`src/rtl/sm83_bus_unit.sv`:
```
// sm83_bus_unit: M-cycle bus interface unit. Arbitrates N_CH requesters onto a
// single memory port and stretches every access to T_PER_M clocks plus
// cfg_wait wait clocks plus however long mem_ready stays low at the end.
//
// Ports
//   clk, rst_n              clock / async active-low reset
//   req_valid/_ready/_we    per-channel handshake and direction
//   req_addr, req_wdata     packed per-channel fields, ch i at [i*W +: W]
//   cfg_wait                extra wait clocks, captured when a request is accepted
//   rsp_valid, rsp_rdata    one-clock completion pulse + registered read data
//   mem_*                   memory port (ren held through a read, wen one clock)
//   busy                    access in flight
module sm83_bus_unit #(
  parameter int ADDR_W   = 16,
  parameter int DATA_W   = 8,
  parameter int N_CH     = 2,
  parameter int T_PER_M  = 4,
  parameter int WAIT_W   = 4,
  parameter int ARB_MODE = 0
) (
  input  logic                     clk,
  input  logic                     rst_n,
  input  logic [N_CH-1:0]          req_valid,
  output logic [N_CH-1:0]          req_ready,
  input  logic [N_CH-1:0]          req_we,
  input  logic [N_CH*ADDR_W-1:0]   req_addr,
  input  logic [N_CH*DATA_W-1:0]   req_wdata,
  input  logic [WAIT_W-1:0]        cfg_wait,
  output logic [N_CH-1:0]          rsp_valid,
  output logic [DATA_W-1:0]        rsp_rdata,
  output logic [ADDR_W-1:0]        mem_addr,
  output logic [DATA_W-1:0]        mem_wdata,
  output logic                     mem_ren,
  output logic                     mem_wen,
  input  logic [DATA_W-1:0]        mem_rdata,
  input  logic                     mem_ready,
  output logic                     busy
);

  localparam int CW = (N_CH > 1) ? $clog2(N_CH) : 1;
  localparam int TW = $clog2(T_PER_M);

  typedef enum logic {S_IDLE, S_ACCESS} state_t;

  state_t              state_q, state_d;
  logic [CW-1:0]       ch_q, ptr_q, gnt_idx;
  logic                gnt_any;
  logic                we_q;
  logic [ADDR_W-1:0]   addr_q;
  logic [DATA_W-1:0]   wdata_q;
  logic [WAIT_W-1:0]   wait_q, wcnt_q;
  logic [TW-1:0]       tcnt_q;
  logic [N_CH-1:0]     rsp_valid_q, rsp_valid_d;
  logic [DATA_W-1:0]   rsp_rdata_q;
  logic                end_phase, complete, accept;

  // Candidate channel for search position k. Round-robin starts one past the
  // last granted channel so every requester gets a turn.
  function automatic logic [CW-1:0] cand(input int k, input logic [CW-1:0] ptr);
    if (ARB_MODE == 1) return CW'((int'(ptr) + 1 + k) % N_CH);
    else               return CW'(k);
  endfunction

  // End phase: all T clocks done and wcnt has caught up with the captured
  // wait count; the access then sits here until memory is ready.
  assign end_phase = (state_q == S_ACCESS) && (tcnt_q == TW'(T_PER_M - 1)) &&
                     (wcnt_q == wait_q);
  assign complete  = end_phase && mem_ready;
  assign accept    = ((state_q == S_IDLE) || complete) && gnt_any;

  always_comb begin
    gnt_any = 1'b0;
    gnt_idx = '0;
    for (int k = 0; k < N_CH; k++) begin
      if (!gnt_any && req_valid[cand(k, ptr_q)]) begin
        gnt_any = 1'b1;
        gnt_idx = cand(k, ptr_q);
      end
    end
  end

  always_comb begin
    req_ready = '0;
    if (accept) req_ready[gnt_idx] = 1'b1;
  end

  always_comb begin
    state_d = state_q;
    case (state_q)
      S_IDLE:   if (accept) state_d = S_ACCESS;
      S_ACCESS: if (complete) state_d = accept ? S_ACCESS : S_IDLE;
      default:  state_d = S_IDLE;
    endcase
  end

  always_comb begin
    rsp_valid_d = '0;
    if (complete) rsp_valid_d[ch_q] = 1'b1;
  end

  always_ff @(posedge clk or negedge rst_n) begin
    if (!rst_n) state_q <= S_IDLE;
    else        state_q <= state_d;
  end

  always_ff @(posedge clk or negedge rst_n) begin
    if (!rst_n) begin
      ch_q        <= '0;
      ptr_q       <= CW'(N_CH - 1);
      we_q        <= 1'b0;
      addr_q      <= '0;
      wdata_q     <= '0;
      wait_q      <= '0;
      tcnt_q      <= '0;
      wcnt_q      <= '0;
      rsp_valid_q <= '0;
      rsp_rdata_q <= '0;
    end else begin
      rsp_valid_q <= rsp_valid_d;
      if (complete && !we_q) rsp_rdata_q <= mem_rdata;
      if (accept) begin
        ch_q    <= gnt_idx;
        ptr_q   <= gnt_idx;
        we_q    <= req_we[gnt_idx];
        addr_q  <= req_addr[int'(gnt_idx)*ADDR_W +: ADDR_W];
        wdata_q <= req_wdata[int'(gnt_idx)*DATA_W +: DATA_W];
        wait_q  <= cfg_wait;
        tcnt_q  <= '0;
        wcnt_q  <= '0;
      end else if (state_q == S_ACCESS && !end_phase) begin
        if (tcnt_q != TW'(T_PER_M - 1)) tcnt_q <= tcnt_q + TW'(1);
        else                            wcnt_q <= wcnt_q + WAIT_W'(1);
      end
    end
  end

  // Strobes are decoded from live state so an async reset drops them at once.
  assign busy      = (state_q == S_ACCESS);
  assign mem_ren   = busy && !we_q;
  assign mem_wen   = complete && we_q;
  assign mem_addr  = addr_q;
  assign mem_wdata = wdata_q;
  assign rsp_valid = rsp_valid_q;
  assign rsp_rdata = rsp_rdata_q;

endmodule
```
`config.mk`:
```
export PLATFORM = sky130hd
export DESIGN_NAME = sm83_bus_unit
export DESIGN_NICKNAME = d
export VERILOG_FILES = /design/src/rtl/sm83_bus_unit.sv
export SDC_FILE = /design/constraint.sdc
export NUM_CORES = 1
export LEC_CHECK = 0
export ABC_CLOCK_PERIOD_IN_PS = 2000
export CORE_MARGIN = 1
export CORE_UTILIZATION = 30
export DETAILED_ROUTE_END_ITERATION = 7
export PLACE_DENSITY = 0.65
export SLEW_MARGIN = 10
export SYNTH_ARGS = -nofsm -noshare
export SYNTH_HDL_FRONTEND = slang
export SYNTH_SLANG_ARGS = --single-unit
```
`constraint.sdc`:
```
create_clock -name clk -period 2 [get_ports clk]
set_input_delay 0.4 -clock clk [delete_from_list [all_inputs] [get_ports clk]]
set_output_delay 0.4 -clock clk [all_outputs]
set_load 0.005 [all_outputs]
```
### Cells coloured by class, run 1

Scale: 4 px per um. Fill, decap, tap and diode cells in grey.
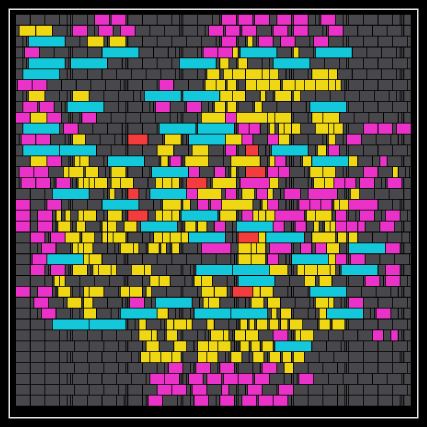
legend:
  sequential cells:
    colour: cyan
    cells: 47
    share_of_their_area: 27%
  remaining buffers and delay cells:
    colour: magenta
    cells: 148
    share_of_their_area: 32%
  combinational and other logic:
    colour: yellow
    cells: 240
    share_of_their_area: 39%
  clock drivers and dummy loads:
    colour: red
    cells: 8
    share_of_their_area: 2.2%
core area: 0.00968 sq mm
Design Area, Final: 0.00460 sq mm
final core occ: 47.5%

### Clock wiring as the flow saved it, run 1

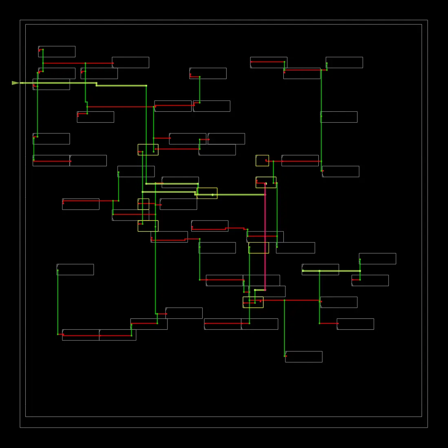
sequential cells: 47
final-layout clock buffer total: 6

### Routed clock nets over the placement, run 1

Scale: 4 px per um.
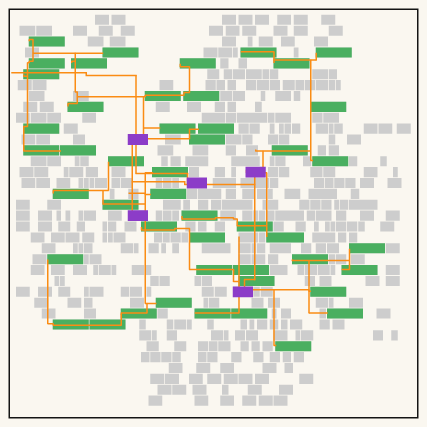
legend:
  flip-flops:
    colour: green
    count: 47
  clock wires:
    colour: orange
    length: 683 um
  clock drivers:
    colour: purple
    count: 5
flops lie: all over the die
P_clk: 634 uW
Clock power frac: 12.5%
Final Skew: 0.00779 ns
clk latency late pin: 0.31 ns

### Signal wires on met2, run 1

Scale: 4 px per um. Cells faint in the background.
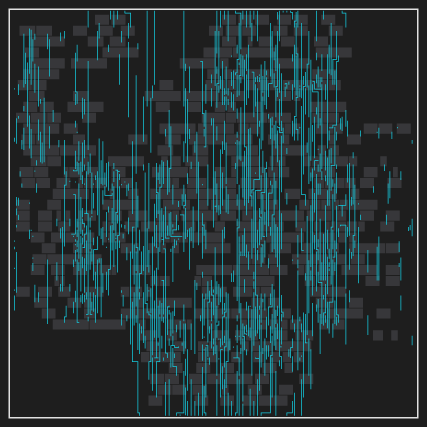
nets with wire on the layer: 455
share of all routed wire: 50%
main direction: vertical
longest straight run: 49.0 um
wire length on this layer: 4940 um

-- run 1: routing by layer --
layer	global-route usage, %	part of all wire (%)
met5	0	0
met4	6.24	1.4
met3	3.59	6.5
met2	33.8	50
met1	25.5	42
-- run 1: synthesized netlist by cell type (3+ instances only) --
cell and instances:
a211oi_1 13, nand2b_1 3, inv_1 12, nand4_1 4, o21ai_0 4, buf_1 3, o32ai_1 17, a31o_2 10
nor4_1 3, nor4b_1 3, a21oi_1 13, a41oi_1 7, clkbuf_1 20, or4_1 6, a211o_1 4, buf_2 11
nand3_1 3, a2bb2oi_1 3, mux2_2 12, nand2_1 6, o2111a_1 5, nor3_1 11, xnor2_1 4, a31oi_1 7
dfrtp_1 47, o211a_1 7, o22ai_1 19, nand3b_1 10, nor2_1 34
-- run 1: cell families after synthesis --
kind of cell	share of synthesized area [%]
DFF	39.4
AOI/OAI and AO/OA	29.7
buffers and inverters	6.75
xor gates and xnor gates	1.17
muxes	4.86
adders and majority gates	0.838
and+or+nand+nor	17.3
-- run 1: registers in the layout (all words and copies together) (netlist names) --
signal,flops
wcnt_q,4
rsp_rdata,8
we_q,1
tcnt_q,2
mem_wdata,8
ch_q,1
rsp_valid,2
mem_addr,16
busy,1
wait_q,4
-- run 1: where the power goes --
part | switching [mW] | internal (mW)
clock | 0.351 | 0.283
combinational | 1.23 | 1.54
sequential | 0.326 | 1.33
-- run 1: worst max-delay path, delay by kind of cell, from the launching register on --
kind	cells	cell delay (ns)
flip-flops	1	0.42
AND-OR/OR-AND	1	0.15
AND/OR/NAND/NOR	2	0.35
buffers and inverters	1	0.13
XOR/XNOR	1	0.19
-- run 1: what timing repair did --
item,CTS,global route
resized,19,15
pin swaps,6,4
setup endpoints to repair,14,23
setup buffers,1,2
==> flow_summary.yaml, run 1 <==
# implementation run metrics
timing:
  setup_viol: 0
  setup_ws_ns: 0.0448
  finalHoldViolations: 0
  slew_headroom_pct: 58.0
flow_run:
  maxCapViolations: 0
  warning_count: 28
layout:
  comb_cells: 227
  dominant_cells: "multi-input combinational cells"
  n_all_inverters: 13
  final_layout_top_logic_cells: "clkdlybuf4s50_1, dfrtp_1, buf_4"
  sh_comb_area_pct: 36.5
  seq_area_sq_mm: 0.00118
  drive_above_1_share_pct: 21.0
  stdcell_count: 576
  buffers: 148
synthesis:
  ys_cells: 322
  numSynthFlops: 47
  syn_area_sq_mm: 0.00298
  ys_area_sq_mm: 0.00298
  synth.distinct_cells: 45
  syn_inst: 322
placement:
  numPlacedInstances: 566
  port_buffers: 105
clock_network:
  htreeDepth: 2
  cts_tree: "done"
  clk_path_buf_depth: 2
  cts-root-buf: "clkbuf_8"
power_and_ir_drop:
  p_total_mw: 5.06
  powerDensity_mw_per_mm2: 1100
  ir_worst_vdd_mv: 0.488
worst_setup_path:
  crit_end: "req_ready[1]"
  crit_chain: "xnor2_2, and4_4, nand2_4, a21oi_4, buf_2"
  regToRegStartpoint: "wcnt_q[0]$_DFFE_PN0P_"
outcome:
  status: "finished, final reports clean"
route:
  firstDrtPassIters: 5
die:
  die_h_um: 102
  rows: 36
global_route:
  grtUsageTotal_pct: 19.9
==> run 2, diff against run 1 <==
--- a/config.mk
+++ b/config.mk
@@ -9,6 +9,7 @@
 export CORE_MARGIN = 1
 export CORE_UTILIZATION = 30
 export DETAILED_ROUTE_END_ITERATION = 7
+export GPL_ROUTABILITY_DRIVEN = 1
 export PLACE_DENSITY = 0.65
 export SLEW_MARGIN = 10
 export SYNTH_ARGS = -nofsm -noshare
==> constraint.sdc (replaced) <==
create_clock -name clk -period 2 [get_ports clk]
set_input_delay 0.2 -clock clk [delete_from_list [all_inputs] [get_ports clk]]
set_output_delay 0.2 -clock clk [all_outputs]
set_load 0.005 [all_outputs]
### Routed clock nets over the placement, run 2

Scale: 4 px per um.
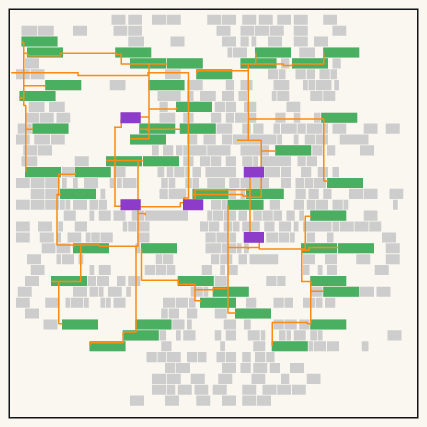
legend:
  flip-flops:
    colour: green
    count: 47
  clock drivers:
    colour: purple
    count: 5
  clock wires:
    colour: orange
    length: 715 um
flops lie: all over the die
routed clock nets: 6
P_clk: 847 uW
Clock power frac: 16.2%

==> flow_summary.yaml, run 2 <==
# implementation run metrics
power_and_ir_drop:
  p_int_mw: 3.32
  p_total_mw: 5.21
  powerComb_mw: 2.69
  swShare_pct: 36.3
  pwr-share-seq_pct: 32.1
  power_leader: "combinational cells"
  combPwrFrac_pct: 51.7
layout:
  final_util_pct: 47.3
  final_layout_top_logic_cells: "clkdlybuf4s50_1, dfrtp_1, nor2_1"
  stdcell_area_sq_mm: 0.00458
  drive_above_1_share_pct: 18.9
  largest_register_ffs: 16
timing:
  setup_ws_ns: 0.0746
  finalHoldViolations: 0
  slew_headroom_pct: 58.6
  setup_viol: 0
global_route:
  met3_usage_pct: 2.90
  use_met1_pct: 26.0
synthesis:
  ys_area_sq_mm: 0.00298
  ys_cells: 322
  ys_top_cells_by_count: "dfrtp_1, nor2_1, clkbuf_1, o22ai_1, o32ai_1"
  top_cell: "dfrtp_1"
  syn_area_sq_mm: 0.00298
  numSynthFlops: 47
  syn_inst: 322
clock_network:
  clk_path_buf_depth: 2
  cts-root-buf: "clkbuf_8"
outcome:
  status: "finished, final reports clean"
die:
  die_h_um: 102
route:
  firstDrtPassIters: 4
  wl_met2_um: 4950
  routed.top_layer: "met4"
placement:
  numPlacedInstances: 558
  port_buffers: 105
[run 2: critical path: cells and delay by family, from the launching register on]
kind | cells | cell delay (ns)
buffers and inverters | 1 | 0.29
DFF | 1 | 0.43
xor gates and xnor gates | 1 | 0.20
and+or+nand+nor | 2 | 0.36
AOI/OAI and AO/OA | 1 | 0.15
[run 2: cell type report]
| cell class | instances | area share [%] |
|---|---|---|
| clock buffers | 6 | 1.58 |
| clock inverters | 2 | 1.31 |
| inverters | 13 | 1.07 |
| multi-input cells | 227 | 36.0 |
| flip-flops and latches | 47 | 25.7 |
| well taps | 133 | 3.63 |
| repair buffers | 144 | 30.7 |
[run 2: final timing paths]
kind / from / to / slack (ns) / cells after the start
worst min register to register: ch_q$_DFFE_PN0P_ / rsp_valid[0]$_DFF_PN0_ / 0.49 / 1
worst min-delay path: rst_n / mem_wdata[6]$_DFFE_PN0P_ / 0.45 / 2
worst max register to register: wcnt_q[2]$_DFFE_PN0P_ / ch_q$_DFFE_PN0P_ / 0.12 / 8
min in group clk: ch_q$_DFFE_PN0P_ / rsp_valid[0]$_DFF_PN0_ / 0.49 / 1
worst max-delay path: wcnt_q[2]$_DFFE_PN0P_ / req_ready[1] / 0.07 / 5
max in group asynchronous: rst_n / busy$_DFF_PN0_ / 0.97 / 3
[run 2: kinds of logic (layout without fill, tap and decap cells)]
logic type | Yosys count | after routing | share of synthesized area [%]
muxes | 13 | 13 | 4.86
and+or+nand+nor | 93 | 93 | 17.3
adders and majority gates | 2 | 2 | 0.838
AOI/OAI and AO/OA | 115 | 115 | 29.7
xor gates and xnor gates | 4 | 4 | 1.17
buffers and inverters | 48 | 165 | 6.75
DFF | 47 | 47 | 39.4
==> run 3, diff against run 2 <==
--- a/config.mk
+++ b/config.mk
@@ -5,12 +5,12 @@
 export SDC_FILE = /design/constraint.sdc
 export NUM_CORES = 1
 export LEC_CHECK = 0
-export ABC_CLOCK_PERIOD_IN_PS = 2000
+export ABC_CLOCK_PERIOD_IN_PS = 1550
 export CORE_MARGIN = 1
 export CORE_UTILIZATION = 30
 export DETAILED_ROUTE_END_ITERATION = 7
 export GPL_ROUTABILITY_DRIVEN = 1
-export PLACE_DENSITY = 0.65
+export PLACE_DENSITY = 0.67
 export SLEW_MARGIN = 10
 export SYNTH_ARGS = -nofsm -noshare
 export SYNTH_HDL_FRONTEND = slang
==> constraint.sdc (replaced) <==
create_clock -name clk -period 1.55 [get_ports clk]
set_input_delay 0.155 -clock clk [delete_from_list [all_inputs] [get_ports clk]]
set_output_delay 0.155 -clock clk [all_outputs]
set_load 0.005 [all_outputs]
### Clock wiring as the flow saved it, run 3

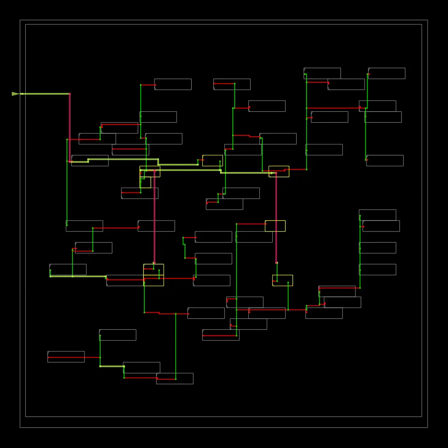
P_clk: 860 uW
# clock sinks: 47
cts bufs inserted: 5

==> flow_summary.yaml, run 3 <==
# implementation run metrics
layout:
  largest_register_ffs: 16
  n_all_inverters: 13
  clock_buffers: 7
  seq_area_sq_mm: 0.00118
  drive_above_1_share_pct: 30.6
  flops: 47
synthesis:
  syn_inst: 322
  numSynthFlops: 47
  ys_top_cells_by_count: "dfrtp_1, nor2_1, clkbuf_1, o22ai_1, o32ai_1"
  synth.distinct_cells: 45
route:
  firstDrtPassIters: 5
worst_setup_path:
  cp_num_buf_inv: 2
  reg2reg_slack_ns: -0.27
  r2r_end: "we_q$_DFFE_PN0P_"
  regToRegStartpoint: "wcnt_q[2]$_DFFE_PN0P_"
timing:
  setup_viol: 43
  slew_headroom_pct: 67.6
  setup_ws_ns: -0.271
  finClkSkew_ns: 0.0152
outcome:
  status: "finished with violations"
  violations: "negative setup slack"
flow_run:
  maxCapViolations: 0
  warning_count: 29
clock_network:
  post_cts.repair.setup_buffers: 9
  clk_path_buf_depth: 2
  ctsResizeCount: 43
  clock.latency.late_pin_ns: 0.31
power_and_ir_drop:
  powerDensity_mw_per_mm2: 1500
global_route:
  grtUsageTotal_pct: 20.0
min_path:
  worstHoldEndpoint: "ch_q$_DFFE_PN0P_"
  min-delay-start: "req_valid[1]"
  min_path_cells: 3
die:
  core_area_sq_mm: 0.00968
  rows: 36
-- run 3: logic make-up after synthesis --
kind of cell             share of synthesized area, %
AND-OR/OR-AND                                    29.7
XOR/XNOR                                         1.17
adder cells (fa/ha/maj)                         0.838
buffers and inverters                            6.75
flip-flops                                       39.4
multiplexers                                     4.86
AND/OR/NAND/NOR                                  17.3
-- run 3: stage by stage --
stage,hold WS [ns],std cells,setup slack (ns),instance area [sq um],util [%]
after floorplan,-0.141,322,-0.140,3130,-
after CTS,0.353,588,-0.219,4890,50.5
after global routing,0.314,594,-0.317,5160,53.3
after detailed placement,0.152,569,-0.424,4570,47.2
final,0.313,594,-0.271,5160,53.3
after global placement,0.154,569,-0.340,4570,47.2
-- run 3: worst max-delay path by stage --
stage / start / to / cells past startpoint
2_1_floorplan: wcnt_q[3]$_DFFE_PN0P_ / mem_addr[14]$_DFFE_PN0P_ / 5
5_1_grt: wait_q[1]$_DFFE_PN0P_ / rsp_rdata[4]$_DFFE_PN0P_ / 7
3_5_place_dp: wcnt_q[3]$_DFFE_PN0P_ / we_q$_DFFE_PN0P_ / 5
6_report: wcnt_q[2]$_DFFE_PN0P_ / we_q$_DFFE_PN0P_ / 6
4_1_cts: wait_q[0]$_DFFE_PN0P_ / we_q$_DFFE_PN0P_ / 6
3_3_place_gp: wcnt_q[1]$_DFFE_PN0P_ / mem_addr[4]$_DFFE_PN0P_ / 5
-- run 3: per-layer routing --
| metal | global-route usage, % | share of wire (%) |
|---|---|---|
| met4 | 5.80 | 1.5 |
| met5 | 0 | 0 |
| met3 | 3.17 | 8.1 |
| met1 | 26.7 | 42 |
| met2 | 33.4 | 48 |
-- run 3: power breakdown --
group	internal, mW	switching, mW
sequential	1.71	0.448
combinational	2.75	1.99
clock	0.407	0.453
total	4.87	2.89

==> screenshots <==
Port wiring.
Scale: 4 px per um.
picture 1
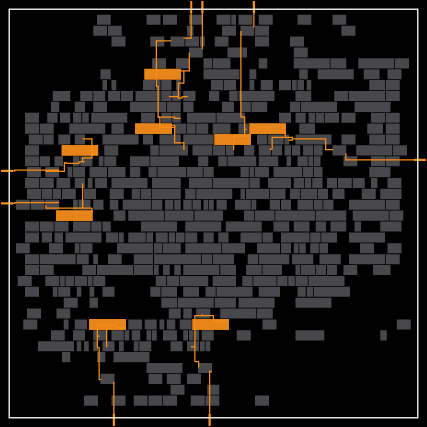
picture 2
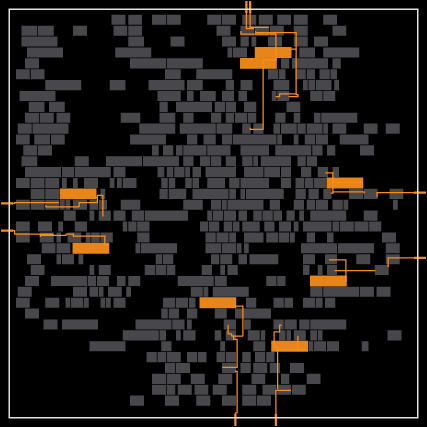
- picture 2 = run 2
- picture 1 = run 3

Key to picture 2:
legend:
  `mem_wdata`:
    colour: orange
    bits: 8
    direction: output
    end_cells: 8
    buffers: 8
    wire: 301 um

Power and IR drop assume default switching activity.
